File: src/rtl/odd_even_sorter.sv
// Odd-even transposition sorter: DATA_N pipelined compare-swap stages with a
// valid/ready handshake at both ends. Each vector carries its own ascending /
// descending flag through the pipeline, so mixed modes can be in flight.
// Optional feature: define SORT_IDX_EN to tag every lane with its original
// input lane number; the tags follow their data through each swap and are
// presented on idx_o.
module odd_even_sorter #(
    parameter int DATA_W = 8,
    parameter int DATA_N = 8,
    parameter int IDX_W  = $clog2(DATA_N)
) (
    input  logic                           clk,
    input  logic                           reset,
    input  logic                           in_valid,
    output logic                           in_ready,
    input  logic                           in_desc,
    input  logic [DATA_N-1:0][DATA_W-1:0]  data_in,
    output logic                           out_valid,
    input  logic                           out_ready,
    output logic [DATA_N-1:0][DATA_W-1:0]  data_o,
`ifdef SORT_IDX_EN
    output logic [DATA_N-1:0][IDX_W-1:0]   idx_o,
`endif
    output logic                           busy
);

    logic [DATA_N-1:0] stage_valid;

    for (genvar s = 0; s < DATA_N; s++) begin : g_stage
        logic [DATA_N-1:0][DATA_W-1:0] src_data;
        logic [DATA_N-1:0][DATA_W-1:0] cs_data;
        logic [DATA_N-1:0][DATA_W-1:0] data_q;
        logic                          src_valid;
        logic                          src_desc;
        logic                          valid_q;
        logic                          desc_q;
        logic                          ld;
        logic                          nxt_rdy;
`ifdef SORT_IDX_EN
        logic [DATA_N-1:0][IDX_W-1:0]  src_idx;
        logic [DATA_N-1:0][IDX_W-1:0]  cs_idx;
        logic [DATA_N-1:0][IDX_W-1:0]  idx_q;
`endif

        // Stage 0 sorts straight from the input port; later stages from the previous register.
        if (s == 0) begin : g_head
            assign src_valid = in_valid;
            assign src_desc  = in_desc;
            assign src_data  = data_in;
`ifdef SORT_IDX_EN
            for (genvar l = 0; l < DATA_N; l++) begin : g_tag
                assign src_idx[l] = IDX_W'(l);
            end
`endif
        end else begin : g_body
            assign src_valid = g_stage[s-1].valid_q;
            assign src_desc  = g_stage[s-1].desc_q;
            assign src_data  = g_stage[s-1].data_q;
`ifdef SORT_IDX_EN
            assign src_idx   = g_stage[s-1].idx_q;
`endif
        end

        // Even stages pair (0,1),(2,3)..; odd stages pair (1,2),(3,4).. and pass the end lanes.
        // Equal values never swap, which keeps the sort stable.
        for (genvar l = 0; l < DATA_N; l++) begin : g_lane
            if (((l % 2) == (s % 2)) && (l + 1 < DATA_N)) begin : g_lo
                logic sw;
                assign sw = src_desc ? (src_data[l] < src_data[l+1])
                                     : (src_data[l] > src_data[l+1]);
                assign cs_data[l] = sw ? src_data[l+1] : src_data[l];
`ifdef SORT_IDX_EN
                assign cs_idx[l]  = sw ? src_idx[l+1] : src_idx[l];
`endif
            end else if (((l % 2) != (s % 2)) && (l >= 1)) begin : g_hi
                logic sw;
                assign sw = src_desc ? (src_data[l-1] < src_data[l])
                                     : (src_data[l-1] > src_data[l]);
                assign cs_data[l] = sw ? src_data[l-1] : src_data[l];
`ifdef SORT_IDX_EN
                assign cs_idx[l]  = sw ? src_idx[l-1] : src_idx[l];
`endif
            end else begin : g_pass
                assign cs_data[l] = src_data[l];
`ifdef SORT_IDX_EN
                assign cs_idx[l]  = src_idx[l];
`endif
            end
        end

        // Ready ripples back from the output: a stage may load if empty or if it is moving on.
        if (s == DATA_N - 1) begin : g_tail
            assign nxt_rdy = out_ready;
        end else begin : g_mid
            assign nxt_rdy = g_stage[s+1].ld;
        end
        assign ld = !valid_q || nxt_rdy;

        // Stage register: payload only changes when a valid vector is loaded.
        always_ff @(posedge clk) begin
            if (!reset) begin
                valid_q <= 1'b0;
                desc_q  <= 1'b0;
                data_q  <= '0;
`ifdef SORT_IDX_EN
                idx_q   <= '0;
`endif
            end else if (ld) begin
                valid_q <= src_valid;
                if (src_valid) begin
                    desc_q <= src_desc;
                    data_q <= cs_data;
`ifdef SORT_IDX_EN
                    idx_q  <= cs_idx;
`endif
                end
            end
        end

        assign stage_valid[s] = valid_q;
    end

    assign in_ready  = g_stage[0].ld;
    assign out_valid = g_stage[DATA_N-1].valid_q;
    assign data_o    = g_stage[DATA_N-1].data_q;
`ifdef SORT_IDX_EN
    assign idx_o     = g_stage[DATA_N-1].idx_q;
`endif
    assign busy      = |stage_valid;

endmodule

File: config.mk
export PLATFORM = sky130hd
export DESIGN_NAME = odd_even_sorter
export DESIGN_NICKNAME = d
export VERILOG_FILES = /design/src/rtl/odd_even_sorter.sv
export SDC_FILE = /design/constraint.sdc
export NUM_CORES = 2
export LEC_CHECK = 0
export CORE_UTILIZATION = 45
export CTS_BUF_LIST = sky130_fd_sc_hd__clkbuf_4
export CTS_CLUSTER_DIAMETER = 100
export DETAILED_ROUTE_END_ITERATION = 10
export GPL_ROUTABILITY_DRIVEN = 0
export PLACE_DENSITY = 0.62
export REMOVE_ABC_BUFFERS = 1
export SYNTH_ARGS = -nofsm -noshare
export SYNTH_HDL_FRONTEND = slang
export SYNTH_SLANG_ARGS = --single-unit
File: constraint.sdc
create_clock -name clk -period 2.2 [get_ports clk]
set_input_delay 0.33 -clock clk [delete_from_list [all_inputs] [get_ports clk]]
set_output_delay 0.33 -clock clk [all_outputs]
set_load 0.01 [all_outputs]
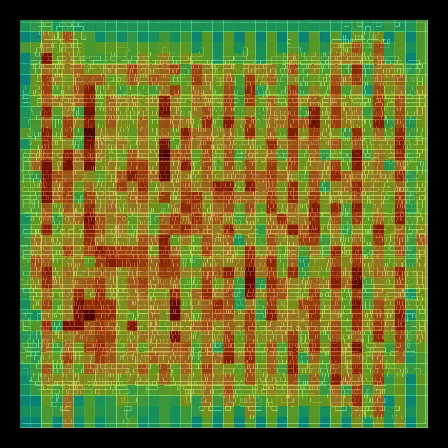
**Above:** track usage over the die.
average routed wire per standard cell: 16.9 um
global-route total usage across every layer: 24.1%
fin util: 58.3%

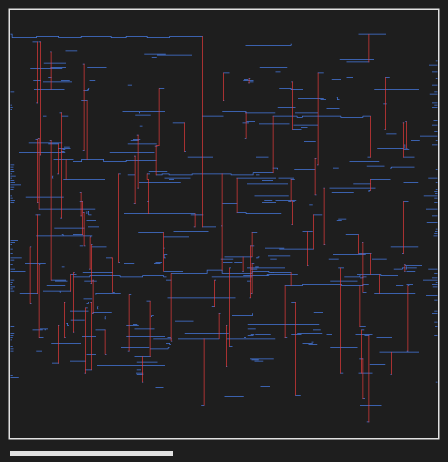
**Above:** routed metal, one colour a layer.
Bar = 100 um. Only two layers are drawn.
| colour | layer | wire length |
|---|---|---|
| blue | M3 | 3410 um |
| red | M4 | 2580 um |

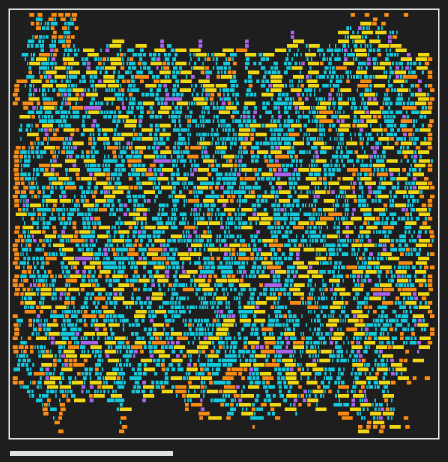
**Above:** cells coloured by class.
Bar = 100 um.
| colour | class | cells |
|---|---|---|
| yellow | sequential cells | 527 |
| purple | clock drivers and dummy loads | 263 |
| orange | remaining buffers and delay cells | 586 |
| cyan | remaining logic cells | 3001 |

==> flow_summary.rst <==
Run summary
-----------

.. list-table::
   :header-rows: 1

   * - Metric
     - Value
   * - Outcome
     - complete, but fails checks
   * - Failing checks
     - setup timing
   * - Bufs on Longest Clock Path
     - 3
   * - Resize count post-CTS
     - 87
   * - Power share of the combinational group
     - 55.3%
   * - Footprint of the multi-input gates
     - approximately 0.019 sq mm
   * - Sequential cell area
     - around 0.011 sq mm
   * - First-pass iteration count of the detailed router
     - 6
   * - Final period utilization
     - 102%
   * - Worst Setup EP
     - in_ready
   * - Synth area leaders
     - sky130_fd_sc_hd__dfxtp_1, sky130_fd_sc_hd__ha_1, sky130_fd_sc_hd__a211oi_1
   * - Layout fillers
     - 6144
   * - Final setup slack of the worst path
     - -0.0487 ns
   * - Count of mapped cells out of synthesis
     - about 3900
   * - Antenna violations before repair
     - 2
   * - Cell accounting for the most synthesized area
     - sky130_fd_sc_hd__dfxtp_1
   * - Combinational fraction of the cell area
     - approximately 48%
   * - Worst relative slew slack
     - 52.6%
   * - Number of port buffers
     - 135
   * - Final tally of setup violations
     - 4
   * - Aggregate negative setup slack
     - -0.0861 ns
   * - Slowest cell on the critical path
     - sky130_fd_sc_hd__dfxtp_4
   * - Total met3 wirelength after detailed routing
     - 3410 um
   * - Min-Delay Path Depth
     - 4
   * - MI comb cells
     - 2762
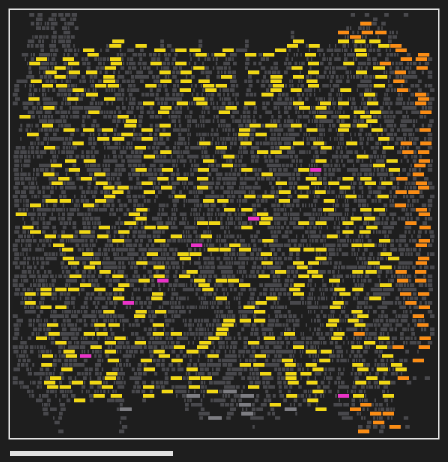
**Above:** where the registers sit.
Bar = 100 um. Other sequential cells in the stronger grey, the rest of the logic in the fainter grey.
| colour | signal | placed flops |
|---|---|---|
| yellow | `g_stage.data_q` | 448 |
| orange | `data_o` | 64 |
| magenta | `g_stage.desc_q` | 7 |

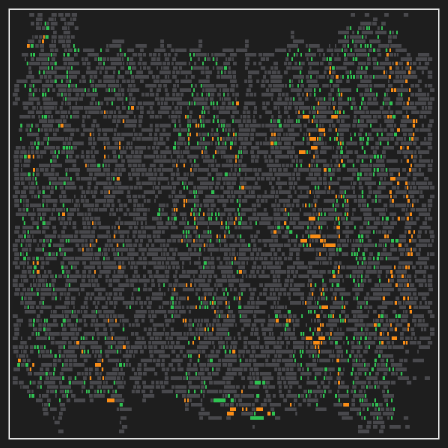
**Above:** logic cells by family.
| colour | family | cells | most used |
|---|---|---|---|
| green | nand cells | 691 | nand2_1 |
| orange | nor cells | 283 | nor2_1 |

No activity file was given, so power comes from the tool's default toggle rates.
